### src/rtl/alu_pkg.sv
// alu_pkg: shared definitions for the operand-issue stage and the ALU.
//   - ALU opcode constants (5-bit encoding, ADD = 0 ... MUL = 16)
//   - Default datapath / register-address widths
//   - opSel_t: per-instruction operand-select controls
package alu_pkg;

  localparam int DW_DEFAULT = 32;
  localparam int RW_DEFAULT = 5;

  localparam logic [4:0] ALU_ADD   = 5'b00000;
  localparam logic [4:0] ALU_ADDU  = 5'b00001;
  localparam logic [4:0] ALU_SUB   = 5'b00010;
  localparam logic [4:0] ALU_SUBU  = 5'b00011;
  localparam logic [4:0] ALU_AND   = 5'b00100;
  localparam logic [4:0] ALU_OR    = 5'b00101;
  localparam logic [4:0] ALU_XOR   = 5'b00110;
  localparam logic [4:0] ALU_NOR   = 5'b00111;
  localparam logic [4:0] ALU_SLT   = 5'b01000;
  localparam logic [4:0] ALU_SLTU  = 5'b01001;
  localparam logic [4:0] ALU_SLL   = 5'b01010;
  localparam logic [4:0] ALU_SRL   = 5'b01011;
  localparam logic [4:0] ALU_SRA   = 5'b01100;
  localparam logic [4:0] ALU_LUI   = 5'b01101;
  localparam logic [4:0] ALU_MULH  = 5'b01110;
  localparam logic [4:0] ALU_MULHU = 5'b01111;
  localparam logic [4:0] ALU_MUL   = 5'b10000;

  // Operand-select controls carried with a decoded instruction.
  typedef struct packed {
    logic useImm;    // B takes the extended immediate
    logic immSign;   // immediate is sign-extended (else zero-extended)
    logic useShamt;  // A takes the zero-extended shift amount
  } opSel_t;

endpackage

### src/rtl/fwd_mux.sv
// fwd_mux: resolves one source register operand.
//   Priority: r0 reads as zero, then a non-load EX result, then the MEM
//   result, then the register-file value.
// Ports:
//   srcAddr/rfVal            source register and its register-file data
//   exEn/exLoad/exAddr/exData EX-stage result (loads are not forwardable)
//   memEn/memAddr/memData     MEM-stage result
//   fwdVal                    resolved operand
module fwd_mux
  import alu_pkg::*;
#(
  parameter int DW = DW_DEFAULT,
  parameter int RW = RW_DEFAULT
) (
  input  logic [RW-1:0] srcAddr,
  input  logic [DW-1:0] rfVal,
  input  logic          exEn,
  input  logic          exLoad,
  input  logic [RW-1:0] exAddr,
  input  logic [DW-1:0] exData,
  input  logic          memEn,
  input  logic [RW-1:0] memAddr,
  input  logic [DW-1:0] memData,
  output logic [DW-1:0] fwdVal
);

  logic exHit;
  logic memHit;

  // A load in EX has no data yet; the stage stalls on it instead.
  assign exHit  = exEn & !exLoad & (exAddr == srcAddr);
  assign memHit = memEn & (memAddr == srcAddr);

  always_comb begin
    fwdVal = rfVal;
    if (srcAddr == '0) begin
      fwdVal = '0;
    end else if (exHit) begin
      fwdVal = exData;
    end else if (memHit) begin
      fwdVal = memData;
    end
  end

endmodule

### src/rtl/id_ex_stage.sv
// id_ex_stage: registered operand-issue stage in front of the ALU.
//   Captures one decoded instruction per cycle, resolves rs/rt through EX/MEM
//   forwarding, selects immediate/shamt operands and presents a stable
//   alu_op/alu_a/alu_b triple under valid/ready. Load-use hazards stall
//   decode; flush kills the held entry and blocks capture.
// Ports:
//   clk, rst (async, active-high)
//   in_*          decode-side instruction and valid/ready handshake
//   flush         synchronous kill
//   fwd_ex_*      EX result (en, load flag, addr, data)
//   fwd_mem_*     MEM result (en, addr, data)
//   out_valid/out_ready, alu_op, alu_a, alu_b, out_rd, out_wb_en  ALU side
// Optional feature (macro ID_EX_PERF_CNT_EN):
//   perf_stall_cnt  cycles with in_valid & hazard (saturating)
//   perf_flush_cnt  flushes that killed a valid entry (saturating)
module id_ex_stage
  import alu_pkg::*;
#(
  parameter int DW = DW_DEFAULT,
  parameter int RW = RW_DEFAULT
) (
  input  logic          clk,
  input  logic          rst,
  input  logic          in_valid,
  output logic          in_ready,
  input  logic [4:0]    in_aluop,
  input  logic [RW-1:0] in_rs_addr,
  input  logic [RW-1:0] in_rt_addr,
  input  logic [RW-1:0] in_rd_addr,
  input  logic [DW-1:0] in_rs_val,
  input  logic [DW-1:0] in_rt_val,
  input  logic [15:0]   in_imm,
  input  logic          in_imm_sign,
  input  logic          in_use_imm,
  input  logic [4:0]    in_shamt,
  input  logic          in_use_shamt,
  input  logic          in_wb_en,
  input  logic          flush,
  input  logic          fwd_ex_en,
  input  logic          fwd_ex_load,
  input  logic [RW-1:0] fwd_ex_addr,
  input  logic [DW-1:0] fwd_ex_data,
  input  logic          fwd_mem_en,
  input  logic [RW-1:0] fwd_mem_addr,
  input  logic [DW-1:0] fwd_mem_data,
  output logic          out_valid,
  input  logic          out_ready,
  output logic [4:0]    alu_op,
  output logic [DW-1:0] alu_a,
  output logic [DW-1:0] alu_b,
  output logic [RW-1:0] out_rd,
  output logic          out_wb_en
`ifdef ID_EX_PERF_CNT_EN
  ,
  output logic [DW-1:0] perf_stall_cnt,
  output logic [DW-1:0] perf_flush_cnt
`endif
);

  opSel_t        sel;
  logic [DW-1:0] rsFwd;
  logic [DW-1:0] rtFwd;
  logic [DW-1:0] immExt;
  logic [DW-1:0] aNext;
  logic [DW-1:0] bNext;
  logic          hazard;
  logic          accept;

  assign sel.useImm   = in_use_imm;
  assign sel.immSign  = in_imm_sign;
  assign sel.useShamt = in_use_shamt;

  fwd_mux #(.DW(DW), .RW(RW)) rsMux (
    .srcAddr (in_rs_addr),
    .rfVal   (in_rs_val),
    .exEn    (fwd_ex_en),
    .exLoad  (fwd_ex_load),
    .exAddr  (fwd_ex_addr),
    .exData  (fwd_ex_data),
    .memEn   (fwd_mem_en),
    .memAddr (fwd_mem_addr),
    .memData (fwd_mem_data),
    .fwdVal  (rsFwd)
  );

  fwd_mux #(.DW(DW), .RW(RW)) rtMux (
    .srcAddr (in_rt_addr),
    .rfVal   (in_rt_val),
    .exEn    (fwd_ex_en),
    .exLoad  (fwd_ex_load),
    .exAddr  (fwd_ex_addr),
    .exData  (fwd_ex_data),
    .memEn   (fwd_mem_en),
    .memAddr (fwd_mem_addr),
    .memData (fwd_mem_data),
    .fwdVal  (rtFwd)
  );

  // Load in EX whose target feeds an operand this instruction actually uses.
  // One cycle later the load sits in MEM and the MEM path supplies the data.
  assign hazard = fwd_ex_en & fwd_ex_load & (fwd_ex_addr != '0) &
                  (((fwd_ex_addr == in_rs_addr) & !sel.useShamt) |
                   ((fwd_ex_addr == in_rt_addr) & !sel.useImm));

  assign in_ready = (!out_valid | out_ready) & !hazard & !flush;
  assign accept   = in_valid & in_ready;

  assign immExt = sel.immSign ? {{(DW-16){in_imm[15]}}, in_imm}
                              : {{(DW-16){1'b0}}, in_imm};
  assign aNext  = sel.useShamt ? {{(DW-5){1'b0}}, in_shamt} : rsFwd;
  assign bNext  = sel.useImm ? immExt : rtFwd;

  // Data registers only move on accept, so a consumed or flushed entry keeps
  // its last values on the outputs with out_valid low.
  always_ff @(posedge clk or posedge rst) begin
    if (rst) begin
      out_valid <= 1'b0;
      alu_op    <= '0;
      alu_a     <= '0;
      alu_b     <= '0;
      out_rd    <= '0;
      out_wb_en <= 1'b0;
    end else if (flush) begin
      out_valid <= 1'b0;
    end else if (accept) begin
      out_valid <= 1'b1;
      alu_op    <= in_aluop;
      alu_a     <= aNext;
      alu_b     <= bNext;
      out_rd    <= in_rd_addr;
      out_wb_en <= in_wb_en;
    end else if (out_valid & out_ready) begin
      out_valid <= 1'b0;
    end
  end

`ifdef ID_EX_PERF_CNT_EN
  always_ff @(posedge clk or posedge rst) begin
    if (rst) begin
      perf_stall_cnt <= '0;
      perf_flush_cnt <= '0;
    end else begin
      if (in_valid & hazard & (perf_stall_cnt != '1)) begin
        perf_stall_cnt <= perf_stall_cnt + 1'b1;
      end
      if (flush & out_valid & (perf_flush_cnt != '1)) begin
        perf_flush_cnt <= perf_flush_cnt + 1'b1;
      end
    end
  end
`endif

endmodule

### config.mk
export PLATFORM = sky130hd
export DESIGN_NAME = id_ex_stage
export DESIGN_NICKNAME = d
export VERILOG_FILES = /design/src/rtl/alu_pkg.sv /design/src/rtl/fwd_mux.sv /design/src/rtl/id_ex_stage.sv
export SDC_FILE = /design/constraint.sdc
export NUM_CORES = 1
export LEC_CHECK = 0
export CAP_MARGIN = 20
export CORE_ASPECT_RATIO = 0.7
export CORE_MARGIN = 4
export CORE_UTILIZATION = 42
export DETAILED_ROUTE_END_ITERATION = 12
export MAX_ROUTING_LAYER = met4
export PLACE_DENSITY = 0.85
export SYNTH_ARGS = -nofsm -noshare
export SYNTH_HDL_FRONTEND = slang
export SYNTH_HIERARCHICAL = 1
export SYNTH_SLANG_ARGS = --single-unit
### constraint.sdc
create_clock -name clk -period 2.9 [get_ports clk]
set_clock_uncertainty 0.05 [all_clocks]
set_input_delay 0.29 -clock clk [delete_from_list [all_inputs] [get_ports clk]]
set_output_delay 0.29 -clock clk [all_outputs]
set_load 0.05 [all_outputs]
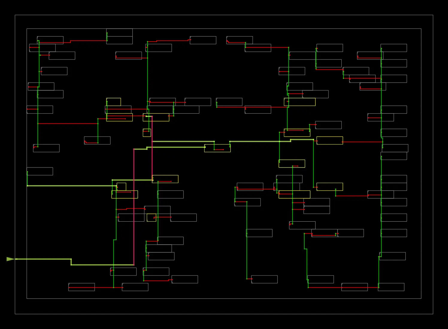
**Above:** run 1 (clock routing).
Clk power: 1.23 mW
clock tree sinks: 76
clk_lat worst skew: 320 ps
CTS Buf Count: 9
seq_cells: 76

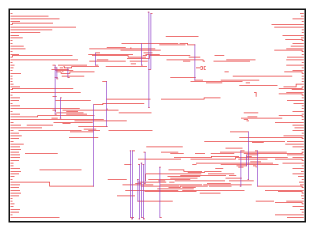
**Above:** run 1 (wiring by layer).
Scale: 2 px per µm. Only two layers are drawn.
[purple] M4 | wire length: 484 µm
[red] M3 | wire length: 3,020 µm
via count: 6,470
routed len/inst: 23.6 µm
gr usage total: 31.0%
final WL: 24.4 mm

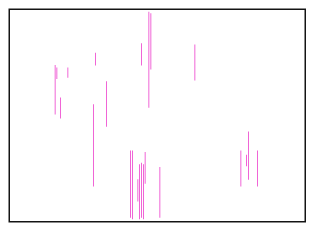
**Above:** run 1 (met4 routing).
Scale: 2 px per µm.
main direction: vertical
longest straight run: 47.6 µm
share of all routed wire: 2.0%
nets with wire on the layer: 22
wire length on this layer: 484 µm

==> GITHUB_STEP_SUMMARY, run 1 <==
### Metrics collected by this job

| Metric | Value |
|---|---|
| Synth unique cells | `37` |
| Drt pass-1 iters | `5` |
| Tap Count | `~190` |
| Crit-path max FO | `5` |
| Top flop regs | `alu_a (32), alu_b (32)` |
| Top cells by count | `o21ai_0, dfrtp_1, nand4_1, nor3_1, a311oi_1` |
| Post-Syn Area | `5700 µm²` |
| Flop pwr share | `29.2%` |
| Fin. Hold Viols | `0` |
| Repair and plain buffers | `306` |
| Chip Width | `147 µm` |
| Final setup TNS | `0 ps` |
| R2r endpoint | `out_rd[2]$_DFFE_PP0P_` |
| Crit path buf inv count | `3` |
| Post-synthesis simple-gate area fraction | `15.5%` |
| Final setup violating endpoints | `0` |
| Metal1 wirelength | `10.2 mm` |
| Most common cell in the synthesized netlist | `o21ai_0` |
| CP required | `2560 ps` |
| Hold Path Class | `in2async` |
| Post-synth top flop | `dfrtp_1` |
| Max-Slew Margin vs Limit | `56.1%` |
| Num rows | `35` |
| Max cap viols | `0` |
| CP Class | `in2out` |
| Yosys cell count | `599` |
| Die height | `105 µm` |
| R2R setup slack | `1010 ps` |
| Most frequent cells in the layout | `clkdlybuf4s50_1, o21ai_0, dfrtp_1` |
| Non-clk invs | `17` |
| Fin area | `8960 µm²` |
| Combinational share of cell area | `37.8%` |
| Worst Setup SP | `in_rt_addr[0]` |
| DRC Markers | `0` |
| Gr busiest metal | `met2` |
| Layout fillers | `1,024` |
| Non-Filler Instances | `1,033` |
| Worst-path cell chain | `clkdlybuf4s50_1 -> xnor2_1 -> nand4_1 -> o32ai_4 -> a21boi_0 -> buf_4 -> buf_12` |
| Pwr dens | `around 520 nW/µm²` |
| Antenna violations before repair | `0` |
| # IOs | `268` |
| Area after DPL | `8640 µm²` |
| Sw Pwr | `1.76 mW` |
| Post-synth EDFFs | `0` |
| Clock Buffer Count | `10` |
| Met2 wire len | `10.6 mm` |
| CTS tree | `done` |
| Nets | `between 1,000 and 1,500` |
| Met2 usage | `45.5%` |
| Peak VDD IR | `around 340 µV` |
| First-pass GRT wire length | `36.8 mm` |
| Tool warnings | `26` |
| Tmin final | `2530 ps` |
| Hold_ws | `~310 ps` |
| GPL Wtd Cong | `0.959` |
| Final core occ | `67.8%` |
| Syn Area/Cell | `9.51 µm²` |
| Post-Synthesis Cells | `599` |
| Slew @ Worst Pin | `about 660 ps` |
| Share of cells above drive strength 1 | `18.4%` |
| GR Util met1 | `between 40% and 50%` |
| Final Slew Violations | `0` |
| Final HPWL DP | `roughly 18 mm` |
| Placed cells | `1,018` |
| Area leader, netlist | `dfrtp_1` |
| Metal3 WL | `3.02 mm` |
| YS chip area | `5700 µm²` |
| CTS root buf | `clkbuf_16` |
| Adder Area Share | `0%` |
| CORE AREA | `13,200 µm²` |
| Synthesized Nets | `790` |
| Max layer used | `met4` |
| Fp util | `between 40% and 50%` |
| PnR worst setup slack | `about 370 ps` |
| Sw frac | `between 30% and 40%` |
| Number of global-route vias before repair | `between 6,000 and 7,000` |
| Flops out of synthesis | `76` |
| Largest net degree at the start of global routing | `approximately 47` |
| Comb pwr share | `44.3%` |
| Reg2Reg Depth | `6` |
| Status | `completed` |
| Buffer share of cell area | `34.1%` |
| CTS resizes | `0` |
| Internal Power | `2.89 mW` |
| Max-area cell share | `33.4%` |
| Asr flop ratio synth | `100%` |
| Total power | `between 4 and 5 mW` |
| PortBufs | `267` |
| CTS Hold Bufs | `0` |
| Reg clk slew, reported paths | `60 ps` |
| Comb power | `2.06 mW` |
| Clock Path Buffers | `2` |
| WP depth | `7` |
| CP Data Arrival Time | `2190 ps` |
| CTS H-tree depth | `3` |
| Sequential cell area | `1900 µm²` |
| Setup crit start kind | `primary input` |
| Clock buf/inv share | `under 10%` |
| Top cell excl fill/tap | `clkdlybuf4s50_1` |
| Sequential-to-total area share from yosys stat | `33.4%` |
| Seq power | `about 1.4 mW` |
| Area Overhead vs Synth | `57.2%` |
| Routed Antenna Nets | `0` |
| Crit path to | `in_ready` |
| Post-CTS Setup Repair Bufs | `0` |
| Unrepaired setup endpoints after global routing | `false` |
| Max Clk Rate | `395 MHz` |
| Synth mux share | `between 10 and 15%` |
| GRT overflow | `0` |
| Top area cells in the synthesized netlist | `dfrtp_1, mux2_2, a311oi_1` |
| Dominant kind of combinational cell | `AND-OR/OR-AND gates` |
| Synthesis Warnings | `6` |
| Crit end category | `primary output` |
| Die area | `15,500 µm²` |
| Dominant kind of cell by area | `multi-input combinational cells` |
| Comb_multi_in | `434` |
| DRT iter0 DRCs | `735` |
| Grt met3 use | `under 10%` |
| Critical Path Slowest Stage Cell | `clkdlybuf4s50_1` |
| Clock Power Share | `26.5%` |
**Run 1: logic cells by family**

Scale: 2 px per µm.
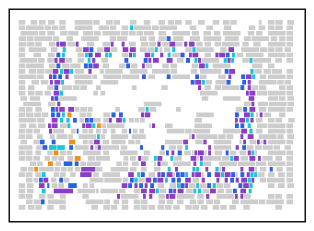

==> inputs of run 2 (changes only) <==
CELL_PAD_IN_SITES_DETAIL_PLACEMENT = 0   (was unset)
CELL_PAD_IN_SITES_GLOBAL_PLACEMENT = 1   (was unset)
CORE_UTILIZATION = 30   (was 42)
PLACE_DENSITY = 0.84   (was 0.85)
SLEW_MARGIN = 20   (was unset)
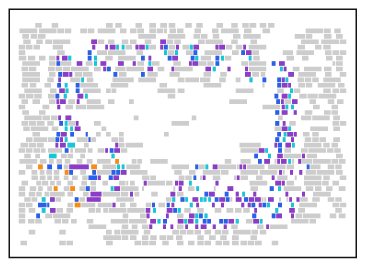
**Above:** run 2 (logic cells by family).
Scale: 2 px per µm.
[blue] nand cells | cells: 78 | where: spread over the die
[cyan] nor cells | cells: 68 | where: spread over the die
[orange] and/or cells | cells: 7
[purple] aoi and oai cells | cells: 149 | where: spread over the die
combinational share of cell area: 37.3%
Non-Filler Instances: 1,090
Top cell excl fill/tap: clkdlybuf4s50_1

==> run 2 against run 1 <==
- maximum frequency is 1.6% lower
- register-to-register slack lost 20 ps
- core utilization is 18 points lower
- flip-flop count unchanged
- power increased by 1.3%
- sequential share of layout area shrank 0.29 points
- first-iteration DRC count fell by 9.7%
- wire length is 9.5% higher
- sequential power is essentially flat
- synthesized cell count did not move
- cell area up 1.4%
- critical path type unchanged
- largest cell class unchanged
- largest power group unchanged
==> GITHUB_STEP_SUMMARY, run 2 <==
### Metrics collected by this job

| Metric | Value |
|---|---|
| Max layer used | `met4` |
| CTS Buf Count | `9` |
| Comb pwr share | `between 40% and 50%` |
| Metal1 wirelength | `about 11 mm` |
| Top cells by count | `o21ai_0, dfrtp_1, nand4_1, nor3_1, a311oi_1` |
| Antenna violations before repair | `1` |
| GR Util met1 | `between 30 and 40%` |
| Comb power | `2.09 mW` |
| Critical Path Slowest Stage Cell | `clkdlybuf4s50_1` |
| WP depth | `8` |
| Via count | `6,452` |
| Seq power | `1.36 mW` |
| Top flop regs | `alu_a (32), alu_b (32)` |
| Clk_lat worst skew | `330 ps` |
| Fp util | `31.1%` |
| Clock tree sinks | `76` |
| Reg2Reg Depth | `6` |
| Drt pass-1 iters | `5` |
| CTS H-tree depth | `3` |
| Asr flop ratio synth | `100%` |
| Buffer share of cell area | `34.2%` |
| Worst Setup SP | `fwd_ex_addr[0]` |
| Total power | `about 4.7 mW` |
| Top area cells in the synthesized netlist | `dfrtp_1, mux2_2, a311oi_1` |
| Met2 wire len | `around 11 mm` |
| Sw Pwr | `between 1.5 and 2 mW` |
| Post-synthesis simple-gate area fraction | `15.5%` |
| Comb_multi_in | `434` |
| Largest net degree at the start of global routing | `43` |
| Final Slew Violations | `0` |
| Grt met3 use | `8.28%` |
| CTS resizes | `0` |
| Die area | `21,300 µm²` |
| Final WL | `approximately 27 mm` |
| Max-area cell share | `33.4%` |
| Chip Width | `173 µm` |
| Post-Synthesis Cells | `599` |
| CORE AREA | `around 18,000 µm²` |
| Yosys cell count | `599` |
| CP Data Arrival Time | `2230 ps` |
| Sw frac | `38.4%` |
| CTS root buf | `clkbuf_16` |
| Tmin final | `2570 ps` |
| Fin. Hold Viols | `0` |
| Clk power | `1.27 mW` |
| Met2 usage | `37.2%` |
| Unrepaired setup endpoints after global routing | `false` |
| Worst-path cell chain | `clkdlybuf4s50_1 -> buf_4 -> xnor2_1 -> nand4_1 -> o32ai_4 -> a21boi_0 -> buf_4 -> buf_12` |
| Peak VDD IR | `284 µV` |
| CTS Hold Bufs | `0` |
| Metal3 WL | `~3.5 mm` |
| Number of global-route vias before repair | `6,461` |
| Hold Path Class | `in2async` |
| Final setup violating endpoints | `0` |
| Max-Slew Margin vs Limit | `between 40% and 50%` |
| Final core occ | `slightly below 50%` |
| Share of cells above drive strength 1 | `18.8%` |
| Post-Syn Area | `5700 µm²` |
| Layout fillers | `about 1,700` |
| GRT overflow | `0` |
| CTS tree | `done` |
| Final HPWL DP | `just under 20 mm` |
| Die height | `123 µm` |
| Gr usage total | `24.9%` |
| Hold_ws | `132 ps` |
| YS chip area | `5700 µm²` |
| Crit end category | `primary output` |
| Tool warnings | `26` |
| Sequential-to-total area share from yosys stat | `between 30% and 40%` |
| First-pass GRT wire length | `between 30 and 40 mm` |
| Max cap viols | `0` |
| DRT iter0 DRCs | `664` |
| Synth mux share | `15.0%` |
| Status | `completed` |
| Dominant kind of cell by area | `multi-input combinational cells` |
| Crit-path max FO | `5` |
| Post-CTS Setup Repair Bufs | `0` |
| Internal Power | `2.91 mW` |
| CP Class | `in2out` |
| Area Overhead vs Synth | `59.4%` |
| Gr busiest metal | `met2` |
| Post-synth EDFFs | `0` |
| Most frequent cells in the layout | `clkdlybuf4s50_1, o21ai_0, dfrtp_1` |
| Synthesis Warnings | `6` |
| Non-clk invs | `17` |
| PortBufs | `267` |
| CP required | `2560 ps` |
| Post-synth top flop | `dfrtp_1` |
| Synth unique cells | `37` |
**Run 2: clock routing**

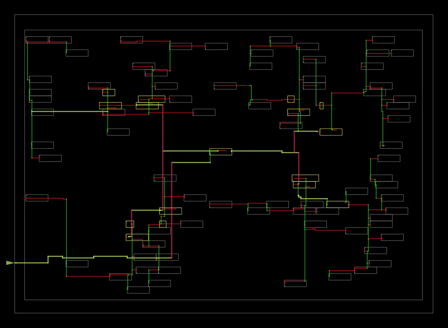

==> inputs of run 3 (changes only) <==
MAX_ROUTING_LAYER = unset   (was met4)
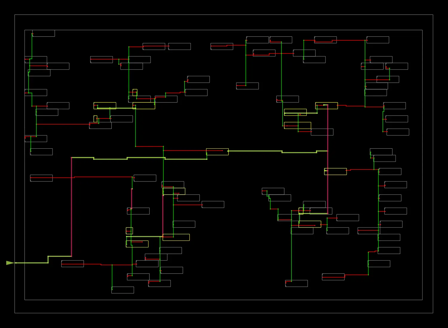
**Above:** run 3 (clock routing).
Clock Buffer Count: 10
Clk power: 1.21 mW

==> run 3 against run 2 <==
- power decreased by 1.5%
- sequential share of layout area increased by 0.23 points
- core utilization decreased by 0.53 points
- sequential power about the same
- maximum frequency decreased by 0.36%
- synthesized area unchanged
- register-to-register slack got worse by 20 ps
- wire length decreased by 0.10%
- non-clock buffer count decreased by 5
- critical path type unchanged
- largest cell class unchanged
- highest routed layer unchanged
==> GITHUB_STEP_SUMMARY, run 3 <==
### Metrics collected by this job

| Metric | Value |
|---|---|
| Crit path buf inv count | `3` |
| GPL Wtd Cong | `0.908` |
| PnR worst setup slack | `316 ps` |
| Most frequent cells in the layout | `clkdlybuf4s50_1, o21ai_0, dfrtp_1` |
| Die height | `roughly 120 µm` |
| Non-clk invs | `17` |
| Drt pass-1 iters | `5` |
| Critical Path Slowest Stage Cell | `clkdlybuf4s50_1` |
| Final setup violating endpoints | `0` |
| Hold Path Class | `in2async` |
| Worst Setup SP | `fwd_ex_addr[4]` |
| Sw frac | `38.4%` |
| Reg2Reg Depth | `6` |
| Antenna fix cells | `0` |
| Via count | `6,428` |
| Synthesized Nets | `790` |
| Chip Width | `173 µm` |
| R2r endpoint | `out_rd[2]$_DFFE_PP0P_` |
| Most common cell in the synthesized netlist | `o21ai_0` |
| CTS H-tree depth | `3` |
| Metal3 WL | `around 3.5 mm` |
| CTS resizes | `0` |
| Syn Area/Cell | `9.51 µm²` |
| Clk_lat worst skew | `approximately 340 ps` |
| GR Util met1 | `33.0%` |
| Pwr dens | `517 nW/µm²` |
| Tool warnings | `26` |
| Sequential-to-total area share from yosys stat | `33.4%` |
| Crit-path max FO | `5` |
| Number of global-route vias before repair | `6,597` |
| DRC Markers | `0` |
| Reg clk slew, reported paths | `60 ps` |
| Seq power | `roughly 1.4 mW` |
| Area after DPL | `8680 µm²` |
| Sw Pwr | `1.78 mW` |
| Peak VDD IR | `about 370 µV` |
| Metal1 wirelength | `11.5 mm` |
| Gr busiest metal | `met2` |
| CTS Hold Bufs | `0` |
| Comb power | `2.08 mW` |
| Final core occ | `49.1%` |
| # IOs | `268` |
| Status | `completed` |
| Area Overhead vs Synth | `57.7%` |
| WP depth | `7` |
| Fin area | `between 8000 and 9000 µm²` |
| Top cells by count | `o21ai_0, dfrtp_1, nand4_1, nor3_1, a311oi_1` |
| Dominant kind of cell by area | `multi-input combinational cells` |
| Internal Power | `around 2.9 mW` |
| CTS Buf Count | `9` |
| Area leader, netlist | `dfrtp_1` |
| Crit end category | `primary output` |
| Max-area cell share | `33.4%` |
| Layout fillers | `1,714` |
| Tmin final | `~2600 ps` |
| Dominant kind of combinational cell | `AND-OR/OR-AND gates` |
| First-pass GRT wire length | `40.4 mm` |
| Buffer share of cell area | `~34%` |
| DRT iter0 DRCs | `702` |
| Clock tree sinks | `roughly 76` |
| Post-Syn Area | `5700 µm²` |
| Share of cells above drive strength 1 | `18.2%` |
| Max layer used | `met4` |
| Sequential cell area | `1900 µm²` |
| Synth mux share | `15.0%` |
| Met2 wire len | `11.3 mm` |
| Flop pwr share | `29.3%` |
| Final Slew Violations | `0` |
| Grt met3 use | `10.2%` |
| Top area cells in the synthesized netlist | `dfrtp_1, mux2_2, a311oi_1` |
| Max Clk Rate | `roughly 390 MHz` |
| CP Data Arrival Time | `about 2200 ps` |
| GRT overflow | `0` |
| Num rows | `about 40` |
| Combinational share of cell area | `between 30% and 40%` |
| Yosys cell count | `around 600` |
| Synthesis Warnings | `6` |
| Final WL | `26.7 mm` |
| Placed cells | `1,068` |
| Fp util | `31.1%` |
| Top cell excl fill/tap | `clkdlybuf4s50_1` |
| Clock Path Buffers | `2` |
| Unrepaired setup endpoints after global routing | `false` |
| Adder Area Share | `0%` |
| Flops out of synthesis | `76` |
| Die area | `~21,000 µm²` |
| CTS root buf | `clkbuf_16` |
| Synth unique cells | `37` |
| Post-synthesis simple-gate area fraction | `about 15%` |
| PortBufs | `267` |
| Post-CTS Setup Repair Bufs | `0` |
| Tap Count | `236` |
| Routed len/inst | `between 20 and 25 µm` |
| Nets | `1,034` |
| Largest net degree at the start of global routing | `between 40 and 50` |
| Clock buf/inv share | `approximately 3.4%` |
| Slew @ Worst Pin | `746 ps` |
| Post-synth EDFFs | `0` |
| Gr usage total | `24.4%` |
| Non-Filler Instances | `1,083` |
| YS chip area | `5700 µm²` |
| Met2 usage | `36.2%` |
| Routed Antenna Nets | `0` |
| Comb pwr share | `44.7%` |
Power is estimated from default activity; no workload was simulated.
